**src/rtl/status_reg_capture_pkg.sv**
```systemverilog
// Shared definitions for the status/control register blocks.
// Provides the common bus width and the valid-bit mask helper.
package status_reg_capture_pkg;

    localparam int unsigned CY_STATUS_WIDTH = 8;

    // Low n bits set; the remaining bits are forced to zero everywhere.
    function automatic logic [CY_STATUS_WIDTH-1:0] valid_bits(input int unsigned n);
        logic [CY_STATUS_WIDTH-1:0] v;
        v = '0;
        for (int unsigned i = 0; i < CY_STATUS_WIDTH; i++) begin
            v[i] = (i < n);
        end
        return v;
    endfunction

endpackage

```
**src/rtl/status_reg_capture_if.sv**
```systemverilog
// Fabric/CPU-side signal bundle for the status register block.
// The master drives status, read strobe and mask writes; the slave returns data and interrupt.
interface status_reg_capture_if;
    import status_reg_capture_pkg::*;

    logic [CY_STATUS_WIDTH-1:0] status_in;
    logic                       rd_req;
    logic [CY_STATUS_WIDTH-1:0] rd_data;
    logic                       rd_valid;
    logic                       mask_wr;
    logic [CY_STATUS_WIDTH-1:0] mask_data;
    logic                       interrupt;

    modport master (
        output status_in,
        output rd_req,
        output mask_wr,
        output mask_data,
        input  rd_data,
        input  rd_valid,
        input  interrupt
    );

    modport slave (
        input  status_in,
        input  rd_req,
        input  mask_wr,
        input  mask_data,
        output rd_data,
        output rd_valid,
        output interrupt
    );

endinterface

```
**src/rtl/status_sync_2ff.sv**
```systemverilog
// Single-bit two-flop synchronizer with asynchronous active-high reset.
module status_sync_2ff (
    input  logic clock,
    input  logic reset,
    input  logic i_d,
    output logic o_q
);

    logic r_meta;
    logic r_sync;

    always_ff @(posedge clock or posedge reset) begin
        if (reset) begin
            r_meta <= 1'b0;
            r_sync <= 1'b0;
        end else begin
            r_meta <= i_d;
            r_sync <= r_meta;
        end
    end

    assign o_q = r_sync;

endmodule

```
**src/rtl/status_reg_capture.sv**
```systemverilog
// Status register: captures fabric status bits as transparent or sticky (clear-on-read)
// values, returns them on a CPU read strobe and raises a masked, registered interrupt.
module status_reg_capture
    import status_reg_capture_pkg::*;
#(
    parameter int unsigned                NumInputs  = 8,
    parameter logic [CY_STATUS_WIDTH-1:0] StickyMask = 8'h00,
    parameter logic [CY_STATUS_WIDTH-1:0] EdgeMask   = 8'h00,
    parameter int unsigned                SyncInputs = 1,
    parameter logic [CY_STATUS_WIDTH-1:0] IntrMask   = 8'h00
) (
    input logic                 clock,
    input logic                 reset,
    status_reg_capture_if.slave bus
);

    localparam logic [CY_STATUS_WIDTH-1:0] ValidMask = valid_bits(NumInputs);

    logic [CY_STATUS_WIDTH-1:0] w_s;
    logic [CY_STATUS_WIDTH-1:0] w_ev;
    logic [CY_STATUS_WIDTH-1:0] w_clr;
    logic [CY_STATUS_WIDTH-1:0] w_st_d;
    logic [CY_STATUS_WIDTH-1:0] w_mask_d;

    logic [CY_STATUS_WIDTH-1:0] r_s_prev;
    logic [CY_STATUS_WIDTH-1:0] r_st;
    logic [CY_STATUS_WIDTH-1:0] r_mask;
    logic [CY_STATUS_WIDTH-1:0] r_rd_data;
    logic                       r_rd_valid;
    logic                       r_interrupt;

    for (genvar gi = 0; gi < int'(CY_STATUS_WIDTH); gi++) begin : g_in
        if (SyncInputs != 0 && gi < int'(NumInputs)) begin : g_sync
            status_sync_2ff u_sync (
                .clock (clock),
                .reset (reset),
                .i_d   (bus.status_in[gi]),
                .o_q   (w_s[gi])
            );
        end else if (SyncInputs != 0) begin : g_tie
            assign w_s[gi] = 1'b0;
        end else begin : g_comb
            assign w_s[gi] = bus.status_in[gi] & ValidMask[gi];
        end
    end

    always_comb begin
        w_ev     = '0;
        w_clr    = '0;
        w_st_d   = '0;
        w_mask_d = r_mask;
        w_ev     = ((EdgeMask & w_s & ~r_s_prev) | (~EdgeMask & w_s)) & ValidMask;
        if (bus.rd_req) begin
            w_clr = r_st & StickyMask;
        end
        // Events arriving with the clearing read survive, so nothing is lost.
        w_st_d = ((StickyMask & ((r_st & ~w_clr) | w_ev)) | (~StickyMask & w_s)) & ValidMask;
        if (bus.mask_wr) begin
            w_mask_d = bus.mask_data & ValidMask;
        end
    end

    always_ff @(posedge clock or posedge reset) begin
        if (reset) begin
            r_s_prev    <= '0;
            r_st        <= '0;
            r_mask      <= IntrMask & ValidMask;
            r_rd_data   <= '0;
            r_rd_valid  <= 1'b0;
            r_interrupt <= 1'b0;
        end else begin
            r_s_prev    <= w_s;
            r_st        <= w_st_d;
            r_mask      <= w_mask_d;
            r_rd_valid  <= bus.rd_req;
            r_interrupt <= |(r_st & r_mask);
            if (bus.rd_req) begin
                r_rd_data <= r_st;
            end
        end
    end

    assign bus.rd_data   = r_rd_data;
    assign bus.rd_valid  = r_rd_valid;
    assign bus.interrupt = r_interrupt;

endmodule

```
**src/flat_wrapper.sv**
```systemverilog
// flat-port wrapper written by rule: the top's interface ports become plain ports
module status_reg_capture_flat import status_reg_capture_pkg::*;
#(
    parameter int unsigned                NumInputs  = 8,
    parameter logic [CY_STATUS_WIDTH-1:0] StickyMask = 8'h00,
    parameter logic [CY_STATUS_WIDTH-1:0] EdgeMask   = 8'h00,
    parameter int unsigned                SyncInputs = 1,
    parameter logic [CY_STATUS_WIDTH-1:0] IntrMask   = 8'h00
)
  (clock, reset, bus_status_in, bus_rd_req, bus_mask_wr, bus_mask_data, bus_rd_data, bus_rd_valid, bus_interrupt);
  status_reg_capture_if bus_i ();
  input logic clock;
  input logic reset;
  input wire logic [$bits(bus_i.status_in)-1:0] bus_status_in;
  input wire logic [$bits(bus_i.rd_req)-1:0] bus_rd_req;
  input wire logic [$bits(bus_i.mask_wr)-1:0] bus_mask_wr;
  input wire logic [$bits(bus_i.mask_data)-1:0] bus_mask_data;
  output wire logic [$bits(bus_i.rd_data)-1:0] bus_rd_data;
  output wire logic [$bits(bus_i.rd_valid)-1:0] bus_rd_valid;
  output wire logic [$bits(bus_i.interrupt)-1:0] bus_interrupt;
  assign bus_i.status_in = bus_status_in;
  assign bus_i.rd_req = bus_rd_req;
  assign bus_i.mask_wr = bus_mask_wr;
  assign bus_i.mask_data = bus_mask_data;
  assign bus_rd_data = bus_i.rd_data;
  assign bus_rd_valid = bus_i.rd_valid;
  assign bus_interrupt = bus_i.interrupt;
  status_reg_capture #(.NumInputs(NumInputs), .StickyMask(StickyMask), .EdgeMask(EdgeMask), .SyncInputs(SyncInputs), .IntrMask(IntrMask)) u_core (.clock(clock), .reset(reset), .bus(bus_i));
endmodule
```
**config.mk**
```make
export PLATFORM = sky130hd
export DESIGN_NAME = status_reg_capture_flat
export DESIGN_NICKNAME = d
export VERILOG_FILES = /design/src/rtl/status_reg_capture_pkg.sv /design/src/rtl/status_reg_capture_if.sv /design/src/rtl/status_sync_2ff.sv /design/src/rtl/status_reg_capture.sv /design/src/flat_wrapper.sv
export SDC_FILE = /design/constraint.sdc
export NUM_CORES = 1
export LEC_CHECK = 0
export ABC_AREA = 1
export CAP_MARGIN = 30
export CORE_ASPECT_RATIO = 1.25
export CORE_MARGIN = 2
export CORE_UTILIZATION = 48
export CTS_CLUSTER_SIZE = 30
export DETAILED_ROUTE_END_ITERATION = 10
export PLACE_DENSITY = 0.77
export SLEW_MARGIN = 20
export SYNTH_ARGS = -nofsm -noshare
export SYNTH_HDL_FRONTEND = slang
export SYNTH_SLANG_ARGS = --single-unit
```
**constraint.sdc**
```tcl
create_clock -name clock -period 1.6 [get_ports clock]
set_input_delay 0.32 -clock clock [delete_from_list [all_inputs] [get_ports clock]]
set_output_delay 0.32 -clock clock [all_outputs]
set_load 0.005 [all_outputs]
```
==> changes_impl.md <==
## Implementation

- Post-synth EDFFs: 0
- Die Ht: 62.94 µm
- Comb gate area: 196.4 µm²
- Met3 Use GR: 0.06459
- Slew Viols, Final: 0
- Most frequent cells after synthesis: dfrtp_1, nand2_1, inv_1
- Critical path type: flop to primary output
- Gr busiest metal: met2
- Mapped cell area: 0.001334 mm²
- Clock transition at path regs: 0.11 ns
- Endpoints failing setup: 0
- Slew margin rel.: 0.6808
- Maximum clock frequency: 0.6540 GHz
- M2 GR Usage: 0.2110
- Fin Clk Skew: 0.01316 ns
- Largest net degree at the start of global routing: 43
- Final nets: 164
- Io pins: 30
- Run status: complete, no violations
- Post-synthesis sequential area ratio: 0.7880
- Chip Area, Yosys: 0.001334 mm²
- Pwr top: registers
- Synth cell types: 6
- Synthesis-to-finish area growth: 30.96%
- Nature of the critical path startpoint: flop
- Core utilization at floorplan: 0.5026
- Yosys xor share: 0
- Final TNS setup: 0 ns
- DR DRC count: 0
- Psw: 0.4050 mW
- Adder Share, Synth: 0
- R2R cell count: 4
- Met1 Routed Length: 765 µm
- Registers, synthesis: 42
- Most common logic cells in the final layout: dfrtp_1, nand2_1, clkdlybuf4s50_1
- Post-CTS sizing: 0
- HP Class: primary input to async pin
- Required time of the worst setup path: 1.28 ns
- Layout clock area frac: 0.04298
- R2R Setup Slk: 0.84 ns
- Endpoint type of the worst setup path: primary output
- PortBufs: 29
- Crit-path leading delay family: buffers and inverters
- Inverters: 17
- And+or+nand+nor area frac: 0.08724
- CTS tree: done
- Max-cap viol count: 0
- Seq cells: 42
- Dpl hpwl: 1.285 mm
- Synth warnings: 0
- PD cells: 1130 mW/mm²
- First-pass GRT wire length: 3.022 mm
**Wire density map**

10 x 13 tiles, from dark purple (low) to yellow (high), scaled to the fullest tile. Values are wire area over tile area, all layers added.
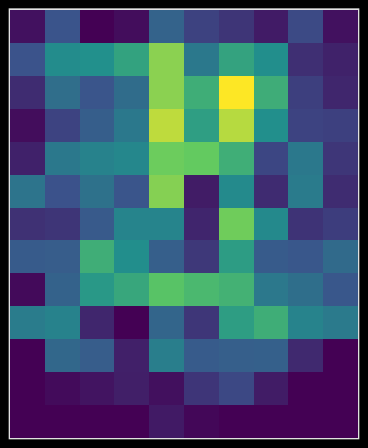
mean over tiles: 0.095
tiles over half the peak: 19%
emptiest ninth of the die: bottom left
fullest tile: 0.31
densest ninth of the die: top middle
routed wire length: 1.849 mm
vias: 790
Global Route Usage Sum: 0.1346

**The clock network**

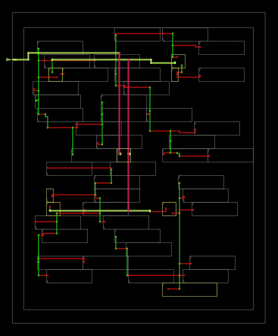
clk_lat worst skew: 0.34 ns
clock buffer count: 7
number of CTS-inserted buffers: 5
clk sinks: 42

**Cells coloured by class**

Scale bar: 20 µm.
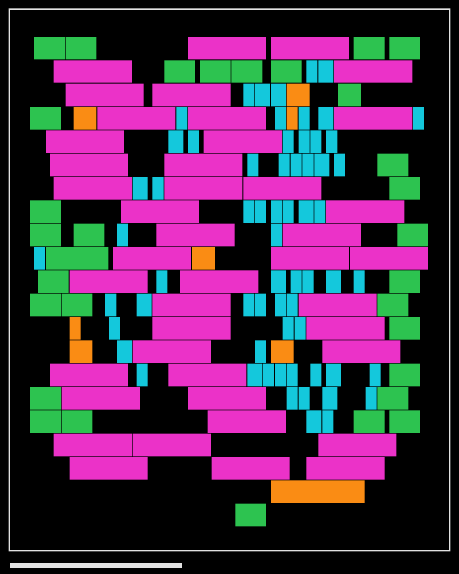
| class | colour | cells |
|---|---|---|
| other buffers and delay cells | green | 31 |
| clock drivers and dummy loads | orange | 8 |
| combinational and other logic | cyan | 64 |
| flops | magenta | 42 |

Power is estimated from default activity; no workload was simulated.
